### src/rtl/btb_update_queue_pkg.sv
// Shared types and sizing constants for the BTB update queue.
package btb_update_queue_pkg;

  localparam int ADDR_W           = 32;
  localparam int BTB_UQ_DEPTH     = 4;
  localparam int BTB_UQ_DROP_BITS = 16;

  typedef logic [ADDR_W-1:0] addr_t;

  typedef struct packed {
    addr_t branch_pc;
    addr_t target_pc;
  } btb_update_entry_t;

endpackage

### src/rtl/btb_update_queue_if.sv
// Resolution lanes in, serialized BTB training port and status out.
interface btb_update_queue_if
  import btb_update_queue_pkg::*;
#(
  parameter int RESOLVE_WIDTH = 2
) ();

  logic [RESOLVE_WIDTH-1:0]         in_valid;
  logic [RESOLVE_WIDTH-1:0]         in_taken;
  addr_t [RESOLVE_WIDTH-1:0]        in_branch_PC;
  addr_t [RESOLVE_WIDTH-1:0]        in_target_PC;
  logic                             resolving_valid;
  addr_t                            resolving_branch_PC;
  addr_t                            resolving_target_PC;
  logic                             empty;
  logic                             full;
  logic [BTB_UQ_DROP_BITS-1:0]      drop_count;

  modport master (
    output in_valid, in_taken, in_branch_PC, in_target_PC,
    input  resolving_valid, resolving_branch_PC, resolving_target_PC,
    input  empty, full, drop_count
  );

  modport slave (
    input  in_valid, in_taken, in_branch_PC, in_target_PC,
    output resolving_valid, resolving_branch_PC, resolving_target_PC,
    output empty, full, drop_count
  );

endinterface

### src/rtl/btb_uq_match.sv
// Combinational CAM: lane PCs against live queue entries, plus intra-cycle duplicates.
module btb_uq_match
  import btb_update_queue_pkg::*;
#(
  parameter int RESOLVE_WIDTH = 2,
  parameter int DEPTH         = 4
) (
  input  logic [RESOLVE_WIDTH-1:0]              cand,
  input  addr_t [RESOLVE_WIDTH-1:0]             cand_pc,
  input  addr_t [DEPTH-1:0]                     entry_pc,
  input  logic [DEPTH-1:0]                      entry_live,
  output logic [RESOLVE_WIDTH-1:0][DEPTH-1:0]   hit,
  output logic [RESOLVE_WIDTH-1:0]              dup
);

  // dup[i]: an earlier lane already carries this PC, so lane i folds into it
  always_comb begin
    hit = '0;
    dup = '0;
    for (int i = 0; i < RESOLVE_WIDTH; i++) begin
      for (int k = 0; k < DEPTH; k++)
        hit[i][k] = cand[i] && entry_live[k] && (cand_pc[i] == entry_pc[k]);
      for (int j = 0; j < i; j++)
        if (cand[i] && cand[j] && (cand_pc[i] == cand_pc[j]))
          dup[i] = 1'b1;
    end
  end

endmodule

### src/rtl/btb_update_queue.sv
// Coalescing queue of taken-branch outcomes, drained one BTB write per cycle.
module btb_update_queue
  import btb_update_queue_pkg::*;
#(
  parameter int RESOLVE_WIDTH = 2,
  parameter int DEPTH         = BTB_UQ_DEPTH
) (
  input  logic               clock,
  input  logic               reset,
  btb_update_queue_if.slave  bus
);

  localparam int PTR_W  = $clog2(DEPTH);
  localparam int CNT_W  = $clog2(DEPTH + 1);
  localparam int DROP_W = BTB_UQ_DROP_BITS;

  logic [PTR_W-1:0]                     head, tail;
  logic [CNT_W-1:0]                     count;
  logic [DROP_W-1:0]                    drop_cnt;
  btb_update_entry_t [DEPTH-1:0]        entry_q;

  logic                                 deq;
  logic [RESOLVE_WIDTH-1:0]             cand, leader, alloc, dup;
  logic [RESOLVE_WIDTH-1:0][DEPTH-1:0]  hit;
  addr_t [RESOLVE_WIDTH-1:0]            merged_tgt;
  logic [PTR_W-1:0]                     slot [RESOLVE_WIDTH];
  logic [DEPTH-1:0]                     live;
  addr_t [DEPTH-1:0]                    entry_pc;
  int                                   n_alloc, n_drop, free_slots;

  function automatic logic [DROP_W-1:0] sat_drop(input logic [DROP_W-1:0] cur, input int n);
    logic [DROP_W:0] sum;
    sum = {1'b0, cur} + (DROP_W+1)'(n);
    return sum[DROP_W] ? '1 : sum[DROP_W-1:0];
  endfunction

  function automatic logic [PTR_W-1:0] offset_of(input int k, input logic [PTR_W-1:0] h);
    return PTR_W'(k) - h;
  endfunction

  assign deq  = (count != '0);
  assign cand = bus.in_valid & bus.in_taken;

  // The head leaves this cycle, so only offsets 1..count-1 may absorb an update
  always_comb begin
    live     = '0;
    entry_pc = '0;
    for (int k = 0; k < DEPTH; k++) begin
      entry_pc[k] = entry_q[k].branch_pc;
      live[k]     = (offset_of(k, head) != '0) && (CNT_W'(offset_of(k, head)) < count);
    end
  end

  btb_uq_match #(
    .RESOLVE_WIDTH (RESOLVE_WIDTH),
    .DEPTH         (DEPTH)
  ) u_match (
    .cand       (cand),
    .cand_pc    (bus.in_branch_PC),
    .entry_pc   (entry_pc),
    .entry_live (live),
    .hit        (hit),
    .dup        (dup)
  );

  // First lane of a PC owns the slot; the last lane with that PC supplies the target
  always_comb begin
    n_alloc    = 0;
    n_drop     = 0;
    alloc      = '0;
    leader     = '0;
    merged_tgt = '0;
    free_slots = DEPTH - int'(count) + (deq ? 1 : 0);
    for (int i = 0; i < RESOLVE_WIDTH; i++) begin
      slot[i]       = '0;
      merged_tgt[i] = bus.in_target_PC[i];
      for (int j = i + 1; j < RESOLVE_WIDTH; j++)
        if (cand[j] && (bus.in_branch_PC[j] == bus.in_branch_PC[i]))
          merged_tgt[i] = bus.in_target_PC[j];
      leader[i] = cand[i] && !dup[i];
      if (leader[i] && (hit[i] == '0)) begin
        if (n_alloc < free_slots) begin
          alloc[i] = 1'b1;
          slot[i]  = tail + PTR_W'(n_alloc);
          n_alloc  = n_alloc + 1;
        end else begin
          n_drop = n_drop + 1;
        end
      end
    end
  end

  always_ff @(posedge clock or negedge reset) begin
    if (!reset) begin
      head     <= '0;
      tail     <= '0;
      count    <= '0;
      drop_cnt <= '0;
    end else begin
      head     <= head + PTR_W'(deq);
      tail     <= tail + PTR_W'(n_alloc);
      count    <= count - CNT_W'(deq) + CNT_W'(n_alloc);
      drop_cnt <= sat_drop(drop_cnt, n_drop);
    end
  end

  always_ff @(posedge clock) begin
    for (int i = 0; i < RESOLVE_WIDTH; i++) begin
      for (int k = 0; k < DEPTH; k++) begin
        if (leader[i] && hit[i][k])
          entry_q[k].target_pc <= merged_tgt[i];
        if (alloc[i] && (slot[i] == PTR_W'(k)))
          entry_q[k] <= '{branch_pc: bus.in_branch_PC[i], target_pc: merged_tgt[i]};
      end
    end
  end

  // Payload is not cleared by reset, so gate it while the queue is empty
  assign bus.resolving_valid     = deq;
  assign bus.resolving_branch_PC = deq ? entry_q[head].branch_pc : '0;
  assign bus.resolving_target_PC = deq ? entry_q[head].target_pc : '0;
  assign bus.empty               = (count == '0);
  assign bus.full                = (count == CNT_W'(DEPTH));
  assign bus.drop_count          = drop_cnt;

endmodule

### src/flat_wrapper.sv
// flat-port wrapper written by rule: the top's interface ports become plain ports
module btb_update_queue_flat import btb_update_queue_pkg::*;
#(
  parameter int RESOLVE_WIDTH = 2,
  parameter int DEPTH         = BTB_UQ_DEPTH
)
  (clock, reset, bus_in_valid, bus_in_taken, bus_in_branch_PC, bus_in_target_PC, bus_resolving_valid, bus_resolving_branch_PC, bus_resolving_target_PC, bus_empty, bus_full, bus_drop_count);
  btb_update_queue_if #(.RESOLVE_WIDTH(RESOLVE_WIDTH)) bus_i ();
  input  logic clock;
  input  logic reset;
  input wire logic [$bits(bus_i.in_valid)-1:0] bus_in_valid;
  input wire logic [$bits(bus_i.in_taken)-1:0] bus_in_taken;
  input wire logic [$bits(bus_i.in_branch_PC)-1:0] bus_in_branch_PC;
  input wire logic [$bits(bus_i.in_target_PC)-1:0] bus_in_target_PC;
  output wire logic [$bits(bus_i.resolving_valid)-1:0] bus_resolving_valid;
  output wire logic [$bits(bus_i.resolving_branch_PC)-1:0] bus_resolving_branch_PC;
  output wire logic [$bits(bus_i.resolving_target_PC)-1:0] bus_resolving_target_PC;
  output wire logic [$bits(bus_i.empty)-1:0] bus_empty;
  output wire logic [$bits(bus_i.full)-1:0] bus_full;
  output wire logic [$bits(bus_i.drop_count)-1:0] bus_drop_count;
  assign bus_i.in_valid = bus_in_valid;
  assign bus_i.in_taken = bus_in_taken;
  assign bus_i.in_branch_PC = bus_in_branch_PC;
  assign bus_i.in_target_PC = bus_in_target_PC;
  assign bus_resolving_valid = bus_i.resolving_valid;
  assign bus_resolving_branch_PC = bus_i.resolving_branch_PC;
  assign bus_resolving_target_PC = bus_i.resolving_target_PC;
  assign bus_empty = bus_i.empty;
  assign bus_full = bus_i.full;
  assign bus_drop_count = bus_i.drop_count;
  btb_update_queue #(.RESOLVE_WIDTH(RESOLVE_WIDTH), .DEPTH(DEPTH)) u_core (.clock(clock), .reset(reset), .bus(bus_i));
endmodule
### config.mk
export PLATFORM = sky130hd
export DESIGN_NAME = btb_update_queue_flat
export DESIGN_NICKNAME = d
export VERILOG_FILES = /design/src/rtl/btb_update_queue_pkg.sv /design/src/rtl/btb_update_queue_if.sv /design/src/rtl/btb_uq_match.sv /design/src/rtl/btb_update_queue.sv /design/src/flat_wrapper.sv
export SDC_FILE = /design/constraint.sdc
export NUM_CORES = 1
export LEC_CHECK = 0
export CAP_MARGIN = 20
export CORE_AREA = 3 3 204 246
export DETAILED_ROUTE_END_ITERATION = 12
export DIE_AREA = 0 0 207 249
export PLACE_DENSITY = 0.58
export SETUP_SLACK_MARGIN = 0.02
export SLEW_MARGIN = 25
export SYNTH_ARGS = -nofsm -noshare
export SYNTH_HDL_FRONTEND = slang
export SYNTH_SLANG_ARGS = --single-unit
### constraint.sdc
create_clock -name clock -period 11.6 [get_ports clock]
set_input_delay 2.32 -clock clock [delete_from_list [all_inputs] [get_ports clock]]
set_output_delay 2.32 -clock clock [all_outputs]
set_load 0.02 [all_outputs]
==> results.txt, run 1 <==
impl run done, here's what came out: status=complete, no violations, mux share=a little under a quarter, Leakage Power=just over 7 nW, Area Overhead vs Synth=19.8%, clock slew at reported path FFs=roughly 60 ps, initial antenna violation count=8, Top-area cell share=between 40% and 50%, Synth Warn #=0, post-route core utilization=between 40% and 50%, GR Layer Usage met1=between 20 and 30%, Worst setup SP type=primary input, DIE WIDTH=approximately 210 um, 1st-iter DRT viols=752, crit path from=bus_in_branch_PC[52], most used routing layer=met2, switching pwr=~1.8 mW, GRT Util Overall=22.7%, Cell area leaders=edfxtp_1, mux2_2, mux4_2, Max VDD drop=roughly 0.15 mV, final setup margin=~4700 ps, RR Startpoint=u_core.count[0]$_DFF_PN0_, register share of total power=between 30% and 40%, WL/cell=between 20 and 30 um, kind of critical path=primary input to flip-flop, DRT met1 WL=23.8 mm, CP endpoint kind=flip-flop, Vias per Instance=between 5 and 6, layout cells sized above 1=a little under a fifth, M3 GR Usage=under 10%, synth cell count leaders=edfxtp_1, xor2_1, mux2_2, Avg Cell Area, Syn=13.2 sq um, hold_ws=554 ps, yosys xor share=roughly 15%, Worst-Margin Slew=~1000 ps, post-layout total power=between 4 and 5 mW, endpoint with the worst hold slack=u_core.bus.drop_count[12]$_DFF_PN0_, fraction of registers with async set/reset=8.24%, WL final=roughly 60 mm
run 1: placed cells by master (no fill, tap or decap), types with 4 or more instances in the layout:
cell type        instances
buf_4                   12
a31o_4                   4
nor4_1                  41
clkdlybuf4s50_1        216
dfrtp_1                 21
xnor2_1                139
nor2b_1                  8
o21ai_0                  6
nor3_1                  12
clkinv_2                 6
clkbuf_16               30
mux4_2                  64
a21oi_1                  4
nand3_1                 24
or3_1                    4
and4_1                   5
nand4_1                 36
ha_1                    28
mux2_2                 142
o21ai_4                  4
o41a_1                   4
mux2_1                 112
mux2i_1                  4
a311o_2                  4
xor2_1                 162
edfxtp_1               256
and2_1                  66
nor2_4                   4
nand2b_1                 8
inv_1                   20
nor2_1                  14
and3_1                   4
nand2_1                 37
clkinv_1                 9
run 1: worst min-delay path: stages (launching register included):
cell,delay (ps)
dfrtp_1,380
a21oi_1,60
nor2_1,80
run 1: power by group through the flow:
stage / registers, mW / logic (mW) / clock network, mW
2_1_floorplan: 1.52 / 1.42 / 0
3_3_place_gp: 1.61 / 2.27 / 0
3_5_place_dp: 1.62 / 2.29 / 0
4_1_cts: 1.60 / 2.31 / 0.975
5_1_grt: 1.62 / 2.42 / 1.02
6_report: 1.59 / 2.26 / 0.956
run 1: logic make-up after synthesis:
logic type / Yosys count
buffers and inverters: 132
adder cells (fa/ha/maj): 30
AND/OR/NAND/NOR: 270
AND-OR/OR-AND: 40
multiplexers: 322
flip-flops: 279
XOR/XNOR: 301
run 1: final cells by class:
type / instances / share of cell area, %
Multi-Input combinational cell: 963 / 43.0
Tap cell: 630 / 3.63
Timing Repair Buffer: 229 / 10.5
Inverter: 21 / 0.363
Antenna cell: 3 / 0.0346
Clock buffer: 32 / 3.49
Clock inverter: 21 / 0.922
Sequential cell: 279 / 38.1
Fig. 1: run 1, logic cells by family
Scale: 2 px per um.
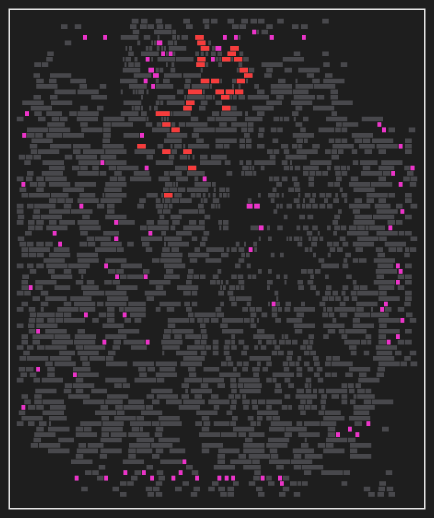
| color | family | cells | where |
|---|---|---|---|
| magenta | and/or cells | 82 | widely spread |
| red | fa/ha/maj cells | 30 | top middle |

Fig. 2: run 1, drive-strength map
Scale: 2 px per um.
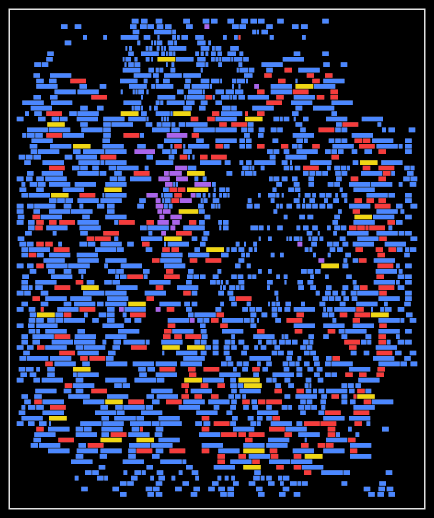
| color | size | cells | share | most used |
|---|---|---|---|---|
| red | x2 | 218 | 14% | mux2_2 |
| purple | x3 and x4 | 29 | 1.9% | buf_4 |
| blue | x1 and smaller | 1263 | 82% | edfxtp_1 |
| yellow | x6 and larger | 35 | 2.3% | clkbuf_16 |

Fig. 3: run 1, wires at chosen ports, followed through buffers
Scale: 1 px per um.
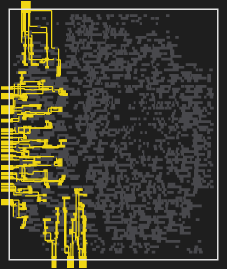
| color | port | bits | direction | edge | end cells | buffers | wire |
|---|---|---|---|---|---|---|---|
| yellow | `bus_in_target_PC` | 64 | input | 42 left, 14 bottom, 8 top | 128 | 64 | 3390 um |

Fig. 4: run 1, cell placement
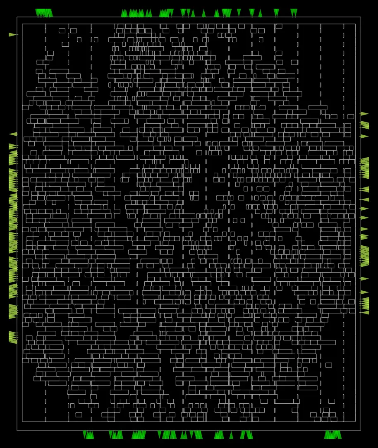
core area: 48000 sq um
flop count: 279
flop share of the area: 38.1%

==> run 1 -> run 2 <==
--- a/config.mk
+++ b/config.mk
@@ -9,7 +9,7 @@
 export CORE_AREA = 3 3 204 246
 export DETAILED_ROUTE_END_ITERATION = 12
 export DIE_AREA = 0 0 207 249
-export PLACE_DENSITY = 0.58
+export PLACE_DENSITY = 0.61
 export SETUP_SLACK_MARGIN = 0.02
 export SLEW_MARGIN = 25
 export SYNTH_ARGS = -nofsm -noshare
==> constraint.sdc (replaced) <==
create_clock -name clock -period 6.05 [get_ports clock]
set_input_delay 1.21 -clock clock [delete_from_list [all_inputs] [get_ports clock]]
set_output_delay 1.21 -clock clock [all_outputs]
set_load 0.02 [all_outputs]
Fig. 5: run 2, logic cells by family
Scale: 2 px per um.
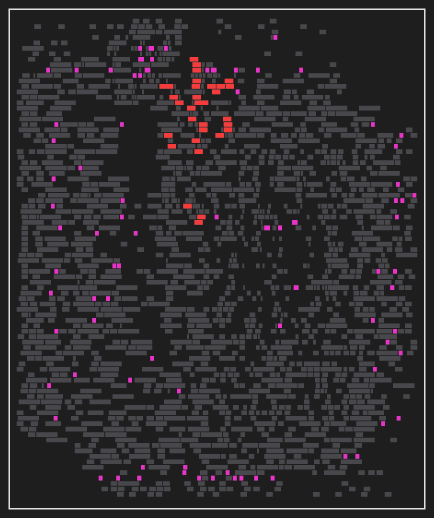
| color | family | cells | where |
|---|---|---|---|
| magenta | and/or cells | 82 | widely spread |
| red | fa/ha/maj cells | 30 | top middle |

Fig. 6: run 2, I/O pins on the die edge
Scale: 2 px per um. Pins as bars across the die edge, other pins in gray.
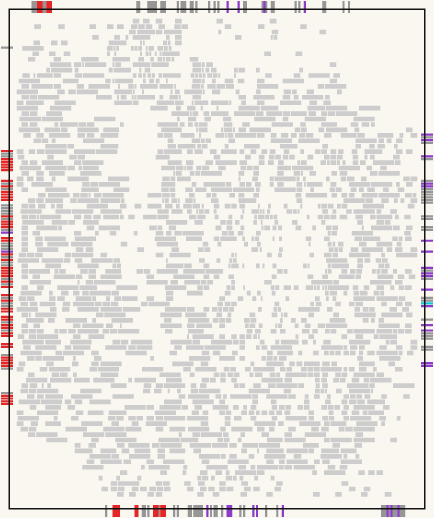
| color | port | pins | direction | edge |
|---|---|---|---|---|
| cyan | `bus_resolving_valid` | 1 | output | right |
| purple | `bus_resolving_branch_PC` | 32 | output | 16 right, 10 bottom, 4 top, 2 left |
| red | `bus_in_target_PC` | 64 | input | 46 left, 12 bottom, 6 top |
all pins by edge: 75 left, 54 bottom, 47 top, 41 right

==> run 2 against run 1 <==
Critical path depth grew 2. Register-to-register slack lost 4900 ps. Sequential power grew 87%.
==> results.txt, run 2 <==
impl run done, here's what came out: first-pass GRT wire length=~90 mm, Synth Warn #=0, Vias per Instance=around 5.5, initial antenna violation count=7, register share of total power=between 30 and 40%, First-pass DRT Iterations=5, status=complete, no violations, fraction of registers with async set/reset=8.24%, Clk Tree Root Cell=clkbuf_16, layout cells sized above 1=roughly a fifth, Worst-Margin Slew=~1000 ps, post-route core utilization=a little under half, mux share=a little under a quarter, Area Overhead vs Synth=23.0%, WL final=slightly above 60 mm, DIE WIDTH=roughly 210 um, clk ins delay skew pair=550 ps, synth cell count leaders=edfxtp_1, xor2_1, mux2_2, most frequent cells in the layout=edfxtp_1, clkdlybuf4s50_1, xor2_1, mux2_2, xnor2_1, yosys xor share=about 15%, Nets=roughly 1700, Leakage Power=~7.6 nW, fin crit share=a little over nine tenths, 1st-iter DRT viols=between 700 and 800, Commonest Layout Cell=edfxtp_1, GRT Util Overall=between 20% and 30%, Top-area cell share=about 42%, core area=between 40000 and 50000 sq um, Max VDD drop=~0.23 mV, Avg Cell Area, Syn=between 10 and 15 sq um, Power Clock=around 2.0 mW, Cell area leaders=edfxtp_1, mux2_2, mux4_2, kind of critical path=primary input to flip-flop, final setup margin=288 ps, CP endpoint kind=flip-flop, Slowest-stage cell, CP=nor4_1, hold_ws=roughly 570 ps, seq pwr=between 2 and 3 mW, P_comb=4.57 mW, CTS Buf Count=34, leading power group=combinational cells, Yosys top cell by instances=edfxtp_1
[run 2: worst paths after layout]
check / start / end / slack, ps / cells after the start
setup reg to reg: u_core.head[1]$_DFF_PN0_ / u_core.bus.drop_count[2]$_DFF_PN0_ / 460 / 19
max in group asynchronous: reset / u_core.head[1]$_DFF_PN0_ / 5000 / 1
hold / removal: u_core.bus.drop_count[5]$_DFF_PN0_ / u_core.bus.drop_count[5]$_DFF_PN0_ / 570 / 2
setup / recovery: bus_in_branch_PC[6] / u_core.bus.drop_count[2]$_DFF_PN0_ / 290 / 17
hold reg to reg: u_core.bus.drop_count[5]$_DFF_PN0_ / u_core.bus.drop_count[5]$_DFF_PN0_ / 570 / 2
min in group asynchronous: reset / u_core.bus.drop_count[14]$_DFF_PN0_ / 640 / 1
[run 2: worst min-delay path: stages (launching register included)]
cell	delay [ps]
dfrtp_1	390
xnor2_1	90
nand2_1	60
[run 2: layout make-up]
| cell class | count | share of cell area, % |
|---|---|---|
| Antenna cell | 2 | 0.0224 |
| Clock buffer | 44 | 4.08 |
| Clock inverter | 17 | 0.662 |
| Inverter | 21 | 0.354 |
| Multi-Input combinational cell | 963 | 41.7 |
| Sequential cell | 279 | 37.1 |
| Tap cell | 630 | 3.54 |
| Timing Repair Buffer | 283 | 12.5 |
[run 2: kinds of logic after synthesis]
group	Yosys count
muxes	322
xor gates and xnor gates	301
DFF	279
and+or+nand+nor	270
buffers and inverters	132
AOI/OAI and AO/OA	40
adders and majority gates	30
[run 2: layer usage]
metal	track usage [%]	wire length, um	vias to the layer above	part of all wire [%]
met3	5.44	3740	117	6.1
met5	0	83	-	0.13
met4	9.91	2860	10	4.7
li1	-	-	5528	-
met1	28.2	24200	6166	39
met2	40.2	30700	391	50
Power is estimated from default activity; no workload was simulated.
